==> config.mk <==
export PLATFORM = sky130hd
export DESIGN_NAME = mmio_mailbox
export DESIGN_NICKNAME = d
export VERILOG_FILES = /design/src/rtl/mmio_mailbox.sv
export SDC_FILE = /design/constraint.sdc
export NUM_CORES = 1
export LEC_CHECK = 0
export CAP_MARGIN = 20
export CORE_MARGIN = 2
export CORE_UTILIZATION = 35
export DETAILED_ROUTE_END_ITERATION = 6
export GPL_ROUTABILITY_DRIVEN = 0
export SLEW_MARGIN = 20
export SYNTH_ARGS = -nofsm -noshare
export SYNTH_HDL_FRONTEND = slang
export SYNTH_SLANG_ARGS = --single-unit
==> constraint.sdc <==
create_clock -name clk -period 5.8 [get_ports clk]
set_input_delay 1.16 -clock clk [delete_from_list [all_inputs] [get_ports clk]]
set_output_delay 1.16 -clock clk [all_outputs]
set_load 0.01 [all_outputs]
==> src/rtl/mmio_mailbox.sv <==
// rtl/mmio_mailbox.sv - MMIO register window bridging CPU loads/stores to TX/RX stream FIFOs
// Optional interrupt output and enable bit are built when MMIO_MAILBOX_IRQ_EN is defined.
module mmio_mailbox #(
  parameter logic [31:0] BASE_ADDR = 32'hFFFF_0000,
  parameter int          DEPTH     = 8
) (
  input  logic        clk,
  input  logic        rst,
  input  logic        memwrt,
  input  logic [31:0] addr,
  input  logic [31:0] writedata,
  output logic [31:0] readdata,
  output logic        hit,
  output logic [31:0] tx_data,
  output logic        tx_valid,
  input  logic        tx_ready,
  input  logic [31:0] rx_data,
  input  logic        rx_valid,
  output logic        rx_ready
`ifdef MMIO_MAILBOX_IRQ_EN
  ,
  output logic        irq
`endif
);

  localparam int AW = $clog2(DEPTH);
  localparam logic [AW:0] FULL_CNT = (AW+1)'(DEPTH);

  logic [31:0]   tx_mem [DEPTH];
  logic [31:0]   rx_mem [DEPTH];
  logic [AW-1:0] tx_wr, tx_rd, rx_wr, rx_rd;
  logic [AW:0]   tx_cnt, rx_cnt, tx_cnt_next, rx_cnt_next;
  logic          ovf;
  logic [1:0]    sel;
  logic          wr, data_wr, ctrl_wr, flush;
  logic          tx_full, tx_pop, tx_push;
  logic          rx_full, rx_empty, rx_pop, rx_push;
  logic [31:0]   ctrl_rd;
  logic          unused_addr_lsbs;

  assign unused_addr_lsbs = &{1'b0, addr[1:0]};

  assign hit     = (addr[31:4] == BASE_ADDR[31:4]);
  assign sel     = addr[3:2];
  assign wr      = memwrt & hit;
  assign data_wr = wr & (sel == 2'd0);
  assign ctrl_wr = wr & (sel == 2'd2);
  assign flush   = ctrl_wr & writedata[1];

  assign tx_full  = (tx_cnt == FULL_CNT);
  assign tx_valid = (tx_cnt != '0);
  assign tx_pop   = tx_valid & tx_ready;
  // A store into a full TX FIFO still lands if the head leaves in the same cycle.
  assign tx_push  = data_wr & (~tx_full | tx_pop);
  assign tx_data  = tx_valid ? tx_mem[tx_rd] : 32'h0;

  assign rx_full  = (rx_cnt == FULL_CNT);
  assign rx_empty = (rx_cnt == '0);
  assign rx_pop   = ctrl_wr & writedata[0] & ~rx_empty;
  assign rx_ready = ~flush & (~rx_full | rx_pop);
  assign rx_push  = rx_valid & rx_ready;

  always_comb begin
    tx_cnt_next = tx_cnt;
    rx_cnt_next = rx_cnt;
    if (flush) begin
      tx_cnt_next = '0;
      rx_cnt_next = '0;
    end else begin
      if (tx_push & ~tx_pop) tx_cnt_next = tx_cnt + (AW+1)'(1);
      else if (~tx_push & tx_pop) tx_cnt_next = tx_cnt - (AW+1)'(1);
      if (rx_push & ~rx_pop) rx_cnt_next = rx_cnt + (AW+1)'(1);
      else if (~rx_push & rx_pop) rx_cnt_next = rx_cnt - (AW+1)'(1);
    end
  end

  always_ff @(posedge clk or negedge rst) begin
    if (!rst) begin
      tx_wr  <= '0;
      tx_rd  <= '0;
      rx_wr  <= '0;
      rx_rd  <= '0;
      tx_cnt <= '0;
      rx_cnt <= '0;
      ovf    <= 1'b0;
    end else begin
      tx_cnt <= tx_cnt_next;
      rx_cnt <= rx_cnt_next;
      if (flush) begin
        tx_wr <= '0;
        tx_rd <= '0;
        rx_wr <= '0;
        rx_rd <= '0;
      end else begin
        if (tx_push) tx_wr <= tx_wr + AW'(1);
        if (tx_pop)  tx_rd <= tx_rd + AW'(1);
        if (rx_push) rx_wr <= rx_wr + AW'(1);
        if (rx_pop)  rx_rd <= rx_rd + AW'(1);
      end
      if (ctrl_wr & writedata[2]) ovf <= 1'b0;
      else if (data_wr & tx_full & ~tx_pop) ovf <= 1'b1;
    end
  end

  always_ff @(posedge clk) begin
    if (tx_push) tx_mem[tx_wr] <= writedata;
    if (rx_push) rx_mem[rx_wr] <= rx_data;
  end

`ifdef MMIO_MAILBOX_IRQ_EN
  logic ien;

  always_ff @(posedge clk or negedge rst) begin
    if (!rst) begin
      ien <= 1'b0;
      irq <= 1'b0;
    end else begin
      irq <= ien & (rx_cnt_next != '0);
      if (ctrl_wr) ien <= writedata[3];
    end
  end

  assign ctrl_rd = {29'h0, ien, 2'b00};
`else
  assign ctrl_rd = 32'h0;
`endif

  always_comb begin
    readdata = 32'h0;
    if (hit) begin
      case (sel)
        2'd0:    readdata = rx_empty ? 32'h0 : rx_mem[rx_rd];
        2'd1:    readdata = {8'h0, 8'(rx_cnt), 8'(tx_cnt), 5'h0, ovf, tx_full, rx_empty};
        2'd2:    readdata = ctrl_rd;
        default: readdata = 32'h0;
      endcase
    end
  end

endmodule
==> results_dict.tcl, run 1 <==
# metrics dict for downstream scripts
set metrics [dict create \
    outcome "finished, final reports clean" \
    setup_tns_ns 0 \
    grt_pass1_wl_microns 68360 \
    grt_remaining_overflow 0 \
    finalHoldWorstSlack_ns 0.5408 \
    switchingPower_mw 2.731 \
    pwr-share-comb 0.206 \
    wl_per_cell_microns 22.21 \
    ys_cells 1021 \
    grt_max_degree 42 \
    synth_flops 533 \
    tightest_slew_ns 0.8980 \
    final_util 0.4333 \
    worstPathRequired_ns 4.64 \
    p_total_mw 10.48 \
    tool_warnings 29 \
    clock.fmax_mhz 183.2 \
    synth_warnings 0 \
    p_leak_nw 8.073 \
    io_pins 168 \
    first_iter_violations 688 \
    slew_headroom 0.4013 \
    initCoreUtil 0.3550 \
]
-- run 1: critical path, stage by stage --
cell and delay, ns:
clkdlybuf4s50_1 0.39, or4b_1 0.54, or4_1 0.68, or3_1 0.61
nor2_1 0.22, clkdlybuf4s50_1 0.69
-- run 1: per-layer routing --
metal / wire (microns) / GRT usage / up-vias
met4: 799 / 0.03584 / 12
met1: 19210 / 0.1900 / 5416
met2: 22040 / 0.2447 / 267
met5: 75 / 0 / -
li1: - / - / 4581
met3: 3234 / 0.04169 / 73
-- run 1: area by class of cell --
class                   count  area (sq um)  share of cell area
diodes                      3         7.507           0.0002930
clock buffers              61          1420             0.05542
clock inverters            39         394.1             0.01538
inverters                   9         33.78            0.001318
multi-input cells         427          4964              0.1937
flip-flops and latches    533         15910              0.6210
well taps                 773         967.2             0.03775
repair buffers            197          1924             0.07510
-- run 1: sequential cells by signal, summed over array words and instances (netlist names) --
name / count
rx_mem: 256
tx_mem: 256
rx_cnt: 4
tx_cnt: 4
rx_rd: 3
rx_wr: 3
tx_rd: 3
tx_wr: 3
ovf: 1
-- run 1: power groups by stage --
stage / combinational (mW) / clock [mW] / sequential, mW
5_1_grt: 2.34 / 3.74 / 4.87
6_report: 2.15 / 3.50 / 4.82
4_1_cts: 2.20 / 3.59 / 4.83
3_3_place_gp: 2.18 / 0 / 4.89
3_5_place_dp: 2.20 / 0 / 4.91
2_1_floorplan: 1.40 / 0 / 4.73
-- run 1: logic make-up (layout without fill, tap and decap cells) --
| group | Yosys count | in the layout | share of synthesized area |
|---|---|---|---|
| compound gates | 32 | 32 | 0.008822 |
| xor+xnor | 13 | 13 | 0.005424 |
| fa+ha+maj | 10 | 10 | 0.006676 |
| buf+inv | 61 | 306 | 0.01103 |
| flops | 533 | 533 | 0.7575 |
| mux | 196 | 196 | 0.1698 |
| other cells | 0 | 3 | 0 |
| simple gates | 176 | 176 | 0.04077 |
-- run 1: final timing paths --
path | slack (ns) | depth (start not counted) | endpoint | from
worst max-delay path | 0.34 | 6 | readdata[0] | addr[13]
worst max register to register | 2.57 | 11 | rx_cnt[3] | rx_cnt[0]
max in group asynchronous | 4.86 | 1 | tx_rd[0] | rst
worst min-delay path | 0.54 | 1 | rx_cnt[0] | rst
worst min register to register | 0.54 | 2 | ovf | ovf
min in group clk | 0.54 | 2 | ovf | ovf
-- run 1: synthesized netlist by cell type, types with 5 or more instances --
| cell | count | area share |
|---|---|---|
| clkbuf_1 | 32 | 0.0057 |
| dfrtp_1 | 21 | 0.025 |
| buf_1 | 18 | 0.0032 |
| mux2i_1 | 68 | 0.032 |
| mux4_2 | 128 | 0.14 |
| nand2b_1 | 5 | 0.0015 |
| edfxtp_1 | 512 | 0.73 |
| nor4_1 | 6 | 0.0018 |
| o21ai_0 | 5 | 0.0012 |
| ha_1 | 8 | 0.0048 |
| nor2_1 | 94 | 0.017 |
| nand2_1 | 22 | 0.0039 |
| nor3_1 | 12 | 0.0029 |
| nand3_1 | 7 | 0.0017 |
| inv_1 | 9 | 0.0016 |
| xnor2_1 | 9 | 0.0038 |
| a21oi_1 | 16 | 0.0038 |
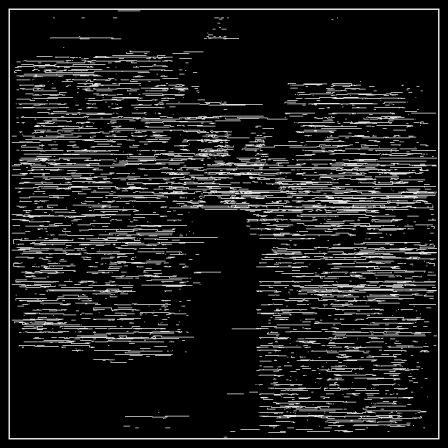
Run 1: met1 routing
longest straight run = 71.3 microns
wire length on this layer = 19200 microns
share of all routed wire = 42%

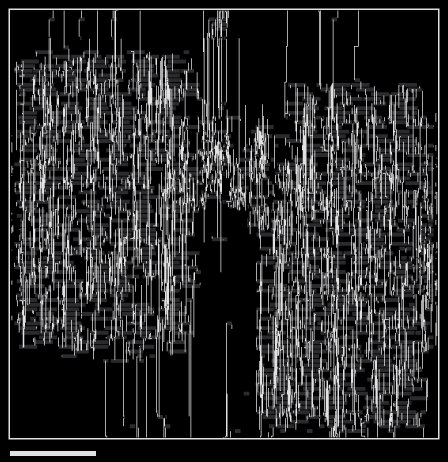
Run 1: metal 2
Scale bar: 50 microns. Cells faint in the background.
longest straight run = 112 microns
share of all routed wire = 49%
vias post-DR: 10349
M2 GR Usage: 0.2447

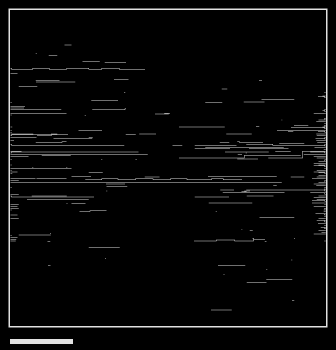
Run 1: the metal 3 layer
Scale bar: 50 microns.
longest straight run = 213 microns
main direction = horizontal
grt met3 use: 0.04169
Detailed Route WL: 45360 microns

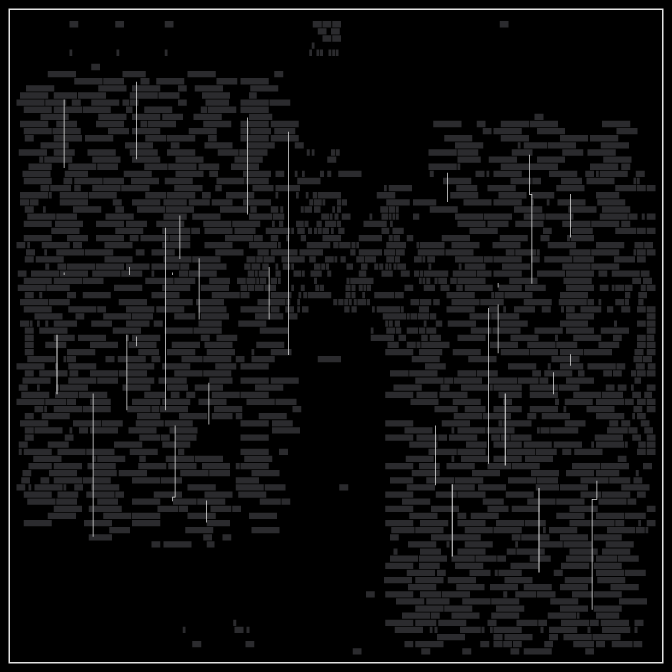
Run 1: signal wires on met4
Cells faint in the background.
wire length on this layer = 799 microns
nets with wire on the layer = 12
longest straight run = 85.0 microns

==> run 2, diff against run 1 <==
Settings changed: SKIP_CTS_REPAIR_TIMING set to 1.
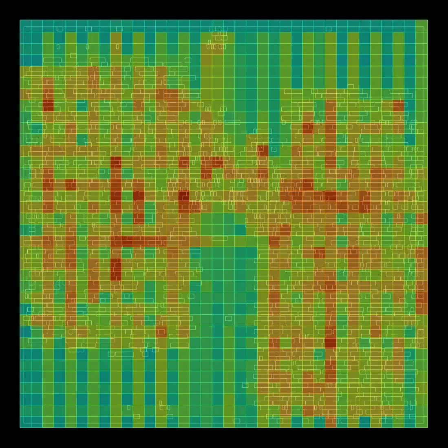
Run 2: track usage over the die
global routing usage on met1: 0.1900
Tot GR Track Use: 0.1468
post-layout util: 0.4333
wire per inst: 22.21 microns

==> run 2 against run 1 <==
Against the previous run: via count did not move; die area did not move; area after synthesis did not move; fmax did not move; worst setup slack did not move; sequential share of layout area did not move; sequential power barely moved; final cell count did not move; wire length did not move; critical path depth did not move; non-clock buffer count did not move.
==> results_dict.tcl, run 2 <==
# metrics dict for downstream scripts
set metrics [dict create \
    top_area_frac 0.7325 \
    outcome "finished, final reports clean" \
    synth.area.mux_share 0.1698 \
    synthTopCellsByArea "edfxtp_1 73%, mux4_2 14%, mux2i_1 3.2%" \
    first_iter_violations 688 \
    synth_warnings 0 \
    aoi_share 0.008822 \
    tightest_slew_ns 0.8980 \
    ys_cells 1021 \
    path_buffers 2 \
    slew_headroom 0.4013 \
    r2r_cells 11 \
    edf_count 512 \
    vias 10349 \
    r2r_slack_ns 2.57 \
    flop_cell "edfxtp_1" \
    top_cell "edfxtp_1" \
    top_cells_by_count "512 x edfxtp_1, 128 x mux4_2, 94 x nor2_1, 68 x mux2i_1, 32 x clkbuf_1" \
    crit_slowest_cell "clkdlybuf4s50_1" \
    critical-path-top-delay-family "simple AND/OR/NAND/NOR gates" \
    cp_cell_sequence "clkdlybuf4s50_1 -> or4b_1 -> or4_1 -> or3_1 -> nor2_1 -> clkdlybuf4s50_1" \
    synth_flops 533 \
    combGateArea_sq_um 4964 \
    cpPeakStageDelay_ns 0.69 \
    worstPathRequired_ns 4.64 \
    initCoreUtil 0.3550 \
    io_pins 168 \
    tool_warnings 29 \
    cts.sinks 533 \
    ys_sh_adder 0.006676 \
    crit_top_cell "clkdlybuf4s50_1" \
    setup_tns_ns 0 \
    crit_path_start "addr[13]" \
    dp_hpwl_microns 26080 \
    wl_microns 45360 \
    ff_latch_area_sq_um 15910 \
    r2r_start "rx_cnt[0]" \
    clock.fmax_mhz 183.2 \
    p_per_area_nw_per_um2 409.0 \
    yosysTopAreaCell "edfxtp_1" \
    ant_nets 0 \
    top_regs "rx_mem (256), tx_mem (256)" \
    p_leak_nw 8.073 \
    grt_max_degree 42 \
    grt_remaining_overflow 0 \
    grt_pass1_wl_microns 68360 \
    ys_sh_xor 0.005424 \
    synth-simple-area-share 0.04077 \
]
-- run 2: stage by stage --
step	utilization	total power, mW	setup slack (ns)	hold WS (ns)	instance area (sq um)
finish	0.4333	10.48	0.3421	0.5408	25620
global route	0.4332	10.95	0.2054	0.5581	25620
CTS	0.4333	10.63	0.3334	0.5460	25620
detailed placement	0.4026	7.109	0.3422	0.5301	23810
global placement	0.4026	7.065	0.3612	0.5229	23810
floorplan	-	6.130	-0.2833	0.4686	20990
-- run 2: per-layer routing --
metal  GRT usage  wire, microns  vias up  share of wire
li1            -              -     4581              -
met5           0             75        -         0.0017
met3     0.04169           3234       73          0.071
met1      0.1900          19210     5416           0.42
met4     0.03584            799       12          0.018
met2      0.2447          22040      267           0.49
-- run 2: worst max path at each step --
stage	endpoint	cells past startpoint
finish	readdata[0]	6
global route	rx_ready	8
CTS	readdata[0]	6
detailed placement	readdata[0]	6
global placement	readdata[2]	6
floorplan	rx_mem[0][0]	6
-- run 2: final cells by class --
type	instances	area share
Inverter	9	0.001318
Clock buffer	61	0.05542
Timing Repair Buffer	197	0.07510
Sequential cell	533	0.6210
Antenna cell	3	0.0002930
Clock inverter	39	0.01538
Tap cell	773	0.03775
Multi-Input combinational cell	427	0.1937
-- run 2: power by group --
| group | switching (mW) | leakage (nW) | internal, mW | total (mW) |
|---|---|---|---|---|
| Clock | 1.43 | 0.878 | 2.07 | 3.50 |
| Sequential | 0.270 | 4.88 | 4.55 | 4.82 |
| Combinational | 1.03 | 2.32 | 1.12 | 2.15 |
| Total | 2.73 | 8.07 | 7.75 | 10.5 |
-- run 2: logic make-up after synthesis --
kind of cell             count (synthesis)
AND-OR/OR-AND                           32
XOR/XNOR                                13
adder cells (fa/ha/maj)                 10
buffers and inverters                   61
flip-flops                             533
multiplexers                           196
AND/OR/NAND/NOR                        176
==> run 3, diff against run 2 <==
Settings changed: SETUP_SLACK_MARGIN set to 0.5.
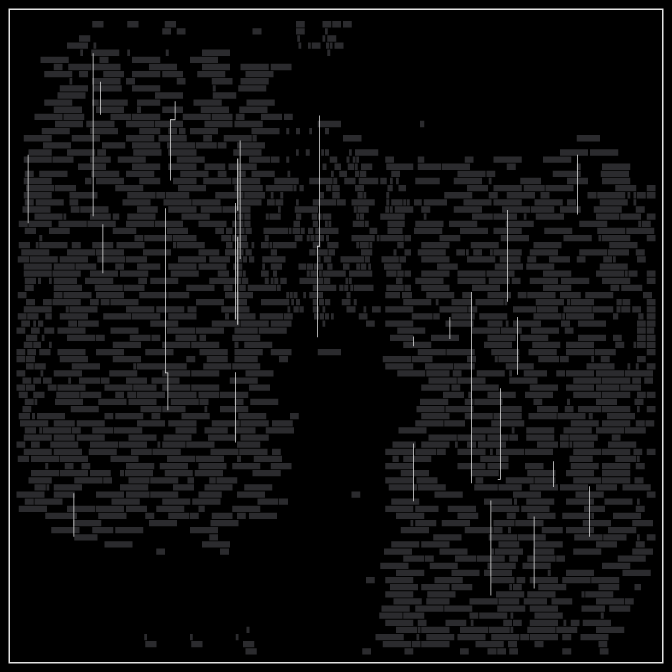
Run 3: signal wires on met4
Cells faint in the background.
share of all routed wire = 1.8%
main direction = vertical
wire length on this layer = 810 microns
longest straight run = 72.8 microns
Detailed Route WL: 44920 microns
vias post-DR: 10251

==> run 3 against run 2 <==
Against the previous run: final area about the same; worst setup slack improved by 0.24 ns; largest cell class unchanged; clock skew increased by 0.021 ns; fmax increased by 4.6%.
==> results_dict.tcl, run 3 <==
# metrics dict for downstream scripts
set metrics [dict create \
    outcome "finished, final reports clean" \
    yosysTopAreaCell "edfxtp_1" \
    ys_sh_adder 0.006676 \
    grt_pass1_wl_microns 68010 \
    ant_nets 0 \
    r2r_slack_ns 2.47 \
    p_total_mw 10.25 \
    gr-usage-all-layers 0.1454 \
    cts.sinks 533 \
    worst_setup_path_endpoint "readdata[2]" \
    synth_flops 533 \
    grt_remaining_overflow 0 \
    num_antenna_cells 0 \
    synthTopCellsByArea "edfxtp_1 73%, mux4_2 14%, mux2i_1 3.2%" \
    r2r_start "rx_cnt[0]" \
    worstPathRequired_ns 4.64 \
    ys_sh_xor 0.005424 \
    slew_headroom 0.2673 \
    top_cell "edfxtp_1" \
    tightest_slew_ns 1.099 \
    top_area_frac 0.7325 \
    clock.fmax_mhz 191.6 \
    aoi_share 0.008822 \
    top_cells_by_count "512 x edfxtp_1, 128 x mux4_2, 94 x nor2_1, 68 x mux2i_1, 32 x clkbuf_1" \
    top_regs "rx_mem (256), tx_mem (256)" \
    dp_hpwl_microns 25480 \
    edf_count 512 \
    grt-busiest-layer "met2" \
    synth_warnings 0 \
    flop_cell "edfxtp_1" \
    setup_tns_ns 0 \
    ff_latch_area_sq_um 15910 \
    r2r_cells 11 \
    p_leak_nw 8.411 \
    grt_max_degree 65 \
    synth-simple-area-share 0.04077 \
    finalHoldWorstSlack_ns 0.5245 \
    synth.area.mux_share 0.1698 \
    wl_per_cell_microns 21.99 \
    io_pins 168 \
    gr-usage-met1 0.1896 \
    crit_path_start "addr[13]" \
    first_iter_violations 648 \
    initCoreUtil 0.3550 \
]
[run 3: netlist changes by cell type in the layout (fill, tap and decap cells not counted), moves of 4 or more]
cell,change
clkdlybuf4s50_1,-22
nor3b_4,+4
nor3b_2,-4
dlymetal6s2s_1,+22
nor3_4,+4
nor3_2,-4
bufinv_16,-5
clkbuf_1,+9
[run 3: worst max-delay path: stages]
cell and delay (ns):
clkdlybuf4s50_1 0.40, or4b_1 0.54, or4_4 0.55, or3_1 0.44
nor2_1 0.35, clkdlybuf4s50_1 0.62
[run 3: report_power, final]
part	internal, mW	switching, mW	total (mW)
logic	1.14	1.03	2.16
registers	4.55	0.266	4.82
clock network	1.84	1.43	3.27
[run 3: cell type report]
type,instances,area share
clock buffers,69,0.05579
well taps,773,0.03776
repair buffers,200,0.07797
flip-flops and latches,533,0.6213
clock inverters,32,0.009966
multi-input cells,427,0.1959
inverters,9,0.001319
[run 3: stage by stage]
| stage | utilization | std cells | setup WS, ns | instance area [sq um] |
|---|---|---|---|---|
| after floorplan | - | 1021 | -0.2833 | 21030 |
| after global placement | 0.4036 | 1942 | 0.3731 | 23870 |
| after global routing | 0.4331 | 2043 | 0.5127 | 25610 |
| after detailed placement | 0.4036 | 1942 | 0.3335 | 23870 |
| after CTS | 0.4321 | 2043 | 0.3175 | 25550 |
| final | 0.4331 | 2043 | 0.5813 | 25610 |
[run 3: metal layers]
layer	routed length [microns]	part of all wire	vias up
li1	-	-	4576
met1	19410	0.43	5356
met2	21930	0.49	254
met3	2752	0.061	61
met4	810	0.018	4
met5	25	0.00056	-
[run 3: how the worst min path moves through the flow]
stage | startpoint | end | slack, ns
finish | rst | tx_cnt[0] | 0.52
global route | rst | tx_cnt[0] | 0.54
CTS | ovf | ovf | 0.57
detailed placement | ovf | ovf | 0.57
global placement | ovf | ovf | 0.52
floorplan | ovf | ovf | 0.47
[run 3: cells by family after synthesis]
logic type | after synthesis
flip-flops | 533
AND/OR/NAND/NOR | 176
AND-OR/OR-AND | 32
buffers and inverters | 61
XOR/XNOR | 13
adder cells (fa/ha/maj) | 10
multiplexers | 196
No activity file was given, so power comes from the tool's default toggle rates.
